<file path="config.mk">
export PLATFORM = sky130hd
export DESIGN_NAME = pipe_mdu_exe
export DESIGN_NICKNAME = d
export VERILOG_FILES = /design/src/rtl/pipe_mdu_exe.sv
export SDC_FILE = /design/constraint.sdc
export NUM_CORES = 1
export LEC_CHECK = 0
export CORE_MARGIN = 4
export CORE_UTILIZATION = 64
export CTS_BUF_LIST = sky130_fd_sc_hd__clkbuf_16
export DETAILED_ROUTE_END_ITERATION = 12
export GPL_TIMING_DRIVEN = 0
export HOLD_SLACK_MARGIN = 0.12
export PLACE_DENSITY = 0.95
export SLEW_MARGIN = 20
export SYNTH_ARGS = -nofsm -noshare
export SYNTH_HDL_FRONTEND = slang
export SYNTH_SLANG_ARGS = --single-unit
</file>
<file path="constraint.sdc">
create_clock -name clk -period 9.43 [get_ports clk]
set_input_delay 0.943 -clock clk [delete_from_list [all_inputs] [get_ports clk]]
set_output_delay 0.943 -clock clk [all_outputs]
set_load 0.005 [all_outputs]
</file>
<file path="src/rtl/pipe_mdu_exe.sv">
// EX-stage iterative multiply/divide unit: 33-cycle MULT/MULTU/DIV/DIVU into HI/LO,
// with MTHI/MTLO writes, flush abort and a registered pipeline stall.
module pipe_mdu_exe (
  input  logic        clk,
  input  logic        rst,
  input  logic        i_start,
  input  logic [1:0]  i_op,
  input  logic [31:0] i_a,
  input  logic [31:0] i_b,
  input  logic        i_whi,
  input  logic        i_wlo,
  input  logic        i_flush,
  output logic        o_busy,
  output logic        o_stall,
  output logic        o_done,
  output logic [31:0] o_hi,
  output logic [31:0] o_lo
);
  typedef enum logic [1:0] {IDLE, RUN, FIX} state_t;

  state_t      state_q, state_d;
  logic [5:0]  cnt_q, cnt_d;
  logic [1:0]  op_q, op_d;
  logic        negq_q, negq_d, negr_q, negr_d;
  logic [31:0] b_q, b_d;
  logic [63:0] acc_q, acc_d;
  logic [31:0] hi_q, hi_d, lo_q, lo_d;
  logic        busy_q, busy_d, done_q, done_d;

  logic        is_signed;
  logic [31:0] abs_a, abs_b;
  logic [32:0] msum, ddiff;
  logic [63:0] neg_acc;

  assign is_signed = ~i_op[0];
  assign abs_a     = (is_signed && i_a[31]) ? -i_a : i_a;
  assign abs_b     = (is_signed && i_b[31]) ? -i_b : i_b;

  // Multiply step: conditional add of the multiplicand into P, carry kept for the shift.
  assign msum    = {1'b0, acc_q[63:32]} + (acc_q[0] ? {1'b0, b_q} : 33'd0);
  // Divide step: acc_q[63:31] is the shifted remainder incl. the bit leaving R.
  assign ddiff   = acc_q[63:31] - {1'b0, b_q};
  assign neg_acc = -acc_q;

  always_comb begin
    state_d = state_q;
    cnt_d   = cnt_q;
    op_d    = op_q;
    negq_d  = negq_q;
    negr_d  = negr_q;
    b_d     = b_q;
    acc_d   = acc_q;
    hi_d    = hi_q;
    lo_d    = lo_q;
    done_d  = 1'b0;
    case (state_q)
      IDLE: begin
        if (i_whi) hi_d = i_a;
        if (i_wlo) lo_d = i_a;
        if (i_start && !i_flush) begin
          op_d    = i_op;
          negq_d  = is_signed & (i_a[31] ^ i_b[31]);
          negr_d  = is_signed & i_a[31];
          b_d     = abs_b;
          acc_d   = {32'd0, abs_a};
          cnt_d   = 6'd0;
          state_d = RUN;
        end
      end
      RUN: begin
        if (i_flush) begin
          state_d = IDLE;
        end else begin
          if (!op_q[1])
            acc_d = {msum, acc_q[31:1]};
          else if (!ddiff[32])
            acc_d = {ddiff[31:0], acc_q[30:0], 1'b1};
          else
            acc_d = {acc_q[62:0], 1'b0};
          cnt_d = cnt_q + 6'd1;
          if (cnt_q == 6'd31) state_d = FIX;
        end
      end
      FIX: begin
        state_d = IDLE;
        if (!i_flush) begin
          done_d = 1'b1;
          if (!op_q[1]) begin
            {hi_d, lo_d} = negq_q ? neg_acc : acc_q;
          end else begin
            lo_d = negq_q ? neg_acc[31:0] : acc_q[31:0];
            hi_d = negr_q ? -acc_q[63:32] : acc_q[63:32];
          end
        end
      end
      default: state_d = IDLE;
    endcase
    busy_d = (state_d != IDLE);
  end

  always_ff @(posedge clk or posedge rst) begin
    if (rst) begin
      state_q <= IDLE;
      cnt_q   <= '0;
      op_q    <= '0;
      negq_q  <= 1'b0;
      negr_q  <= 1'b0;
      b_q     <= '0;
      acc_q   <= '0;
      hi_q    <= '0;
      lo_q    <= '0;
      busy_q  <= 1'b0;
      done_q  <= 1'b0;
    end else begin
      state_q <= state_d;
      cnt_q   <= cnt_d;
      op_q    <= op_d;
      negq_q  <= negq_d;
      negr_q  <= negr_d;
      b_q     <= b_d;
      acc_q   <= acc_d;
      hi_q    <= hi_d;
      lo_q    <= lo_d;
      busy_q  <= busy_d;
      done_q  <= done_d;
    end
  end

  assign o_busy  = busy_q;
  assign o_stall = busy_q;
  assign o_done  = done_q;
  assign o_hi    = hi_q;
  assign o_lo    = lo_q;
endmodule
</file>
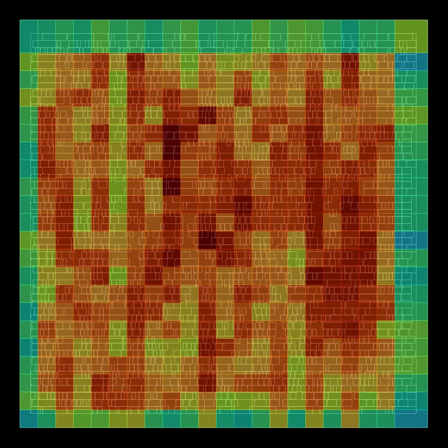
Figure 1: congestion heat map.
GR Util All Layers: 40.1%
average routed wire per standard cell: 22.3 um

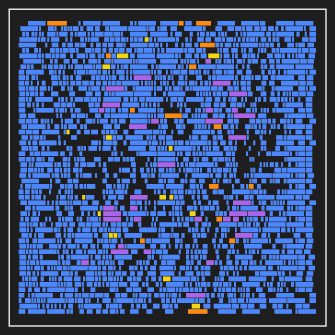
Figure 2: drive-strength map.
Drawn at 2 px/um.
Key: orange = x3 and x4 [cells 15, share 0.76%, most used clkinvlp_4]; yellow = x2 [cells 16, share 0.81%, most used or2_2]; blue = x1 and smaller [cells 1921, share 97%, most used nand2_1]; purple = x6 and larger [cells 34, share 1.7%, most used clkbuf_16]
post-route cell area: 16700 um2
buffers outside the clock class: 239

==> flow.log <==
[report] implementation figures
INFO  metric outcome = finished clean
INFO  metric yosysChipArea = 14300 um2
INFO  metric setup.worst_path.end = acc_q[61]$_DFFE_PP0P_
INFO  metric die_width = 158 um
INFO  metric stage_log_warnings = 28
INFO  metric setup_viol = 0
INFO  metric postSynthCellCount = 1816
INFO  metric finalHoldViolations = 0
INFO  metric most_repeated_cell_in_the_gate_level_netlist_after_synthesis = nand2_1
INFO  metric ys_types = 74
INFO  metric postRouteWirelength = 50.5 mm
INFO  metric overflow = 0
INFO  metric endpoint_kind = flop
INFO  metric worstRegToRegCells = 14
INFO  metric rr_startpoint = acc_q[0]$_DFFE_PP0P_
INFO  metric antenna_cells_inserted = 0
INFO  metric syn-cell-area = 14300 um2
INFO  metric setup_ws = 5020 ps
INFO  metric netlist_top_cells_area = dfrtp_1 (30%), o21ai_0 (7.2%), nand2_1 (6.3%)
INFO  metric tritoncts = built
INFO  metric place_hpwl = 40.1 mm
INFO  metric antenna_found_initial = 1
INFO  metric placeableCoreArea = 21900 um2
INFO  metric chip_area = 24800 um2
INFO  metric combGateArea = 9290 um2
INFO  metric route.detailed.drc = 0
INFO  metric cellPowerDensity = 290 nW/um2
INFO  metric syn-mean-instance-area = 7.88 um2
INFO  metric post-route-period-util = 46.7%
INFO  metric numPortBuffers = 137
INFO  metric yosysWarningCount = 0
INFO  metric vias = 14800
INFO  metric count_of_library_flops_with_an_enable_pin = 0
INFO  metric setup.reg_to_reg.worst_slack = 5020 ps
INFO  metric grt_first_pass_wirelength = 77.5 mm
INFO  metric yosysTopAreaCell = dfrtp_1
INFO  metric path_clk_slew = 80 ps
INFO  metric placed_cells = 2234
INFO  metric synth_stat.cells = 1816
INFO  metric drt.antenna.violating_nets = 0
INFO  metric crit_start = acc_q[0]$_DFFE_PP0P_
INFO  metric yosysSeqAreaShare = 30.2%
INFO  metric design_power_total = 4.83 mW
INFO  metric h-tree-depth = 4
INFO  metric worst_hold_startpoint = b_q[9]$_DFFE_PP0P_
INFO  metric fp.dieH = 158 um
INFO  metric ys.flops = 173
INFO  metric whs = 482 ps
INFO  metric gp_congestion = 1.00
INFO  metric syn-num-nets = 1959
INFO  metric fp-utilization = 65.4%
INFO  metric final_nets = 2116
INFO  metric slew_viol_final = 0
INFO  metric crit_fanout = 10
INFO  metric register_area = 4330 um2
INFO  metric placement_rows = 54
INFO  metric yosysTopAreaCellShare = 30.2%
INFO  metric path_class = flop to flop
INFO  metric final.setup_skew = 14.4 ps
INFO  metric critical_path_data_arrival_time = 4730 ps
INFO  metric cts.hold.buffers_added = 0
INFO  metric drt_pass1_iterations = 6
INFO  metric async_flop_share = 100%
INFO  metric critical_path_start_type = flop
INFO  metric critical_register_to_register_path_endpoint = acc_q[61]$_DFFE_PP0P_
INFO  metric cts-root-buf = clkbuf_16
INFO  metric design.portCount = 139
INFO  metric slew_headroom = 40.1%
INFO  metric first_iter_violations = 1716
INFO  metric numClockSinks = 173
INFO  metric layout_min_cycle_time = 4410 ps
INFO  metric via_count_of_the_first_global_routing_pass = 14100
INFO  metric setup_tns_after_final_layout = 0 ps
INFO  metric cts.repair_timing.setup_buffer_count = 0
INFO  metric ir_worst_vdd = 0.154 mV
INFO  metric preCtsSetupSlack = 5180 ps
INFO  metric number_of_buffers_added_by_the_clock_tree_synthesis_step = 17
INFO  metric unrepaired_setup_endpoints_after_global_routing = no
INFO  metric area.growth.synth_to_final = 16.3%
INFO  metric hold_path_end = b_q[9]$_DFFE_PP0P_
INFO  metric detailed_place.area = 16100 um2
INFO  metric layout.cells.non_filler = 2266
INFO  metric ctsResizeCount = 0
INFO  metric hold-path-cell-count = 2
INFO  metric common_cells = nand2_1 (240), o21ai_0 (206), dfrtp_1 (173)
INFO  metric max_clock_freq = 227 MHz
INFO  metric drive_gt1_share = 3.27%
INFO  metric clk_path_buf_depth = 2
INFO  metric grt_max_degree = 106
INFO  metric num-fill-cells = 1686
[layout by cell type, fill, tap and decap left out, drive strengths merged, types with 24 or more instances in the layout]
master and instances:
a21o 34, a21oi 133, a31oi 27, clkbuf 101
clkdlybuf4s50 137, dfrtp 173, ha 69, inv 78
mux2i 57, nand2 240, nand2b 24, nand3 30
nor2 158, nor3 29, o21ai 222, o31ai 33
xnor2 93, xor2 80
[cells by family (layout without fill, tap and decap cells)]
group	Yosys count	after routing	share of synthesized area, %
and+or+nand+nor	605	605	19.8
AOI/OAI and AO/OA	564	564	24.0
xor gates and xnor gates	173	173	10.6
DFF	173	173	30.2
buffers and inverters	171	341	4.87
adders and majority gates	71	71	6.31
muxes	59	59	4.14
[metal layers]
metal / global-route usage, % / share of wire [%] / up-vias
li1: - / - / 6760
met2: 67.1 / 46 / 909
met1: 49.5 / 38 / 6930
met3: 6.31 / 9.1 / 202
met4: 23.1 / 6.7 / 0
met5: 0 / 0 / -
[layout make-up]
type                       count  area share (%)
multi-input combinational   1472            55.8
sequential                   173            26.0
timing repair buffer         138            8.40
buffer                       101            2.61
clock buffer                  17            2.55
tap                          280            2.10
inverter                      70            1.62
clock inverter                15           0.917
[critical path, stage by stage, from the launching register on]
cell	delay (ps)
dfrtp_1	490
inv_1	270
buf_1	440
nor2_1	100
ha_1	390
nand3_1	200
or2_2	360
or2_2	310
o211ai_1	190
a31o_2	240
a31oi_1	170
o21ai_0	480
a31oi_1	180
xnor2_1	150
a221o_1	320
[state kept, by name, indices dropped and copies added, names as in the netlist, 2 cells and up]
register and count:
acc_q 64, b_q 32, cnt_q 6, o_hi 32
o_lo 32, state_q 2
[power breakdown]
group	total [mW]	switching [mW]	leakage, nW	internal (mW)
sequential	1.26	0.332	2.16	0.923
combinational	2.85	1.68	4.82	1.17
clock	0.723	0.350	0.279	0.373
Power is estimated from default activity; no workload was simulated.
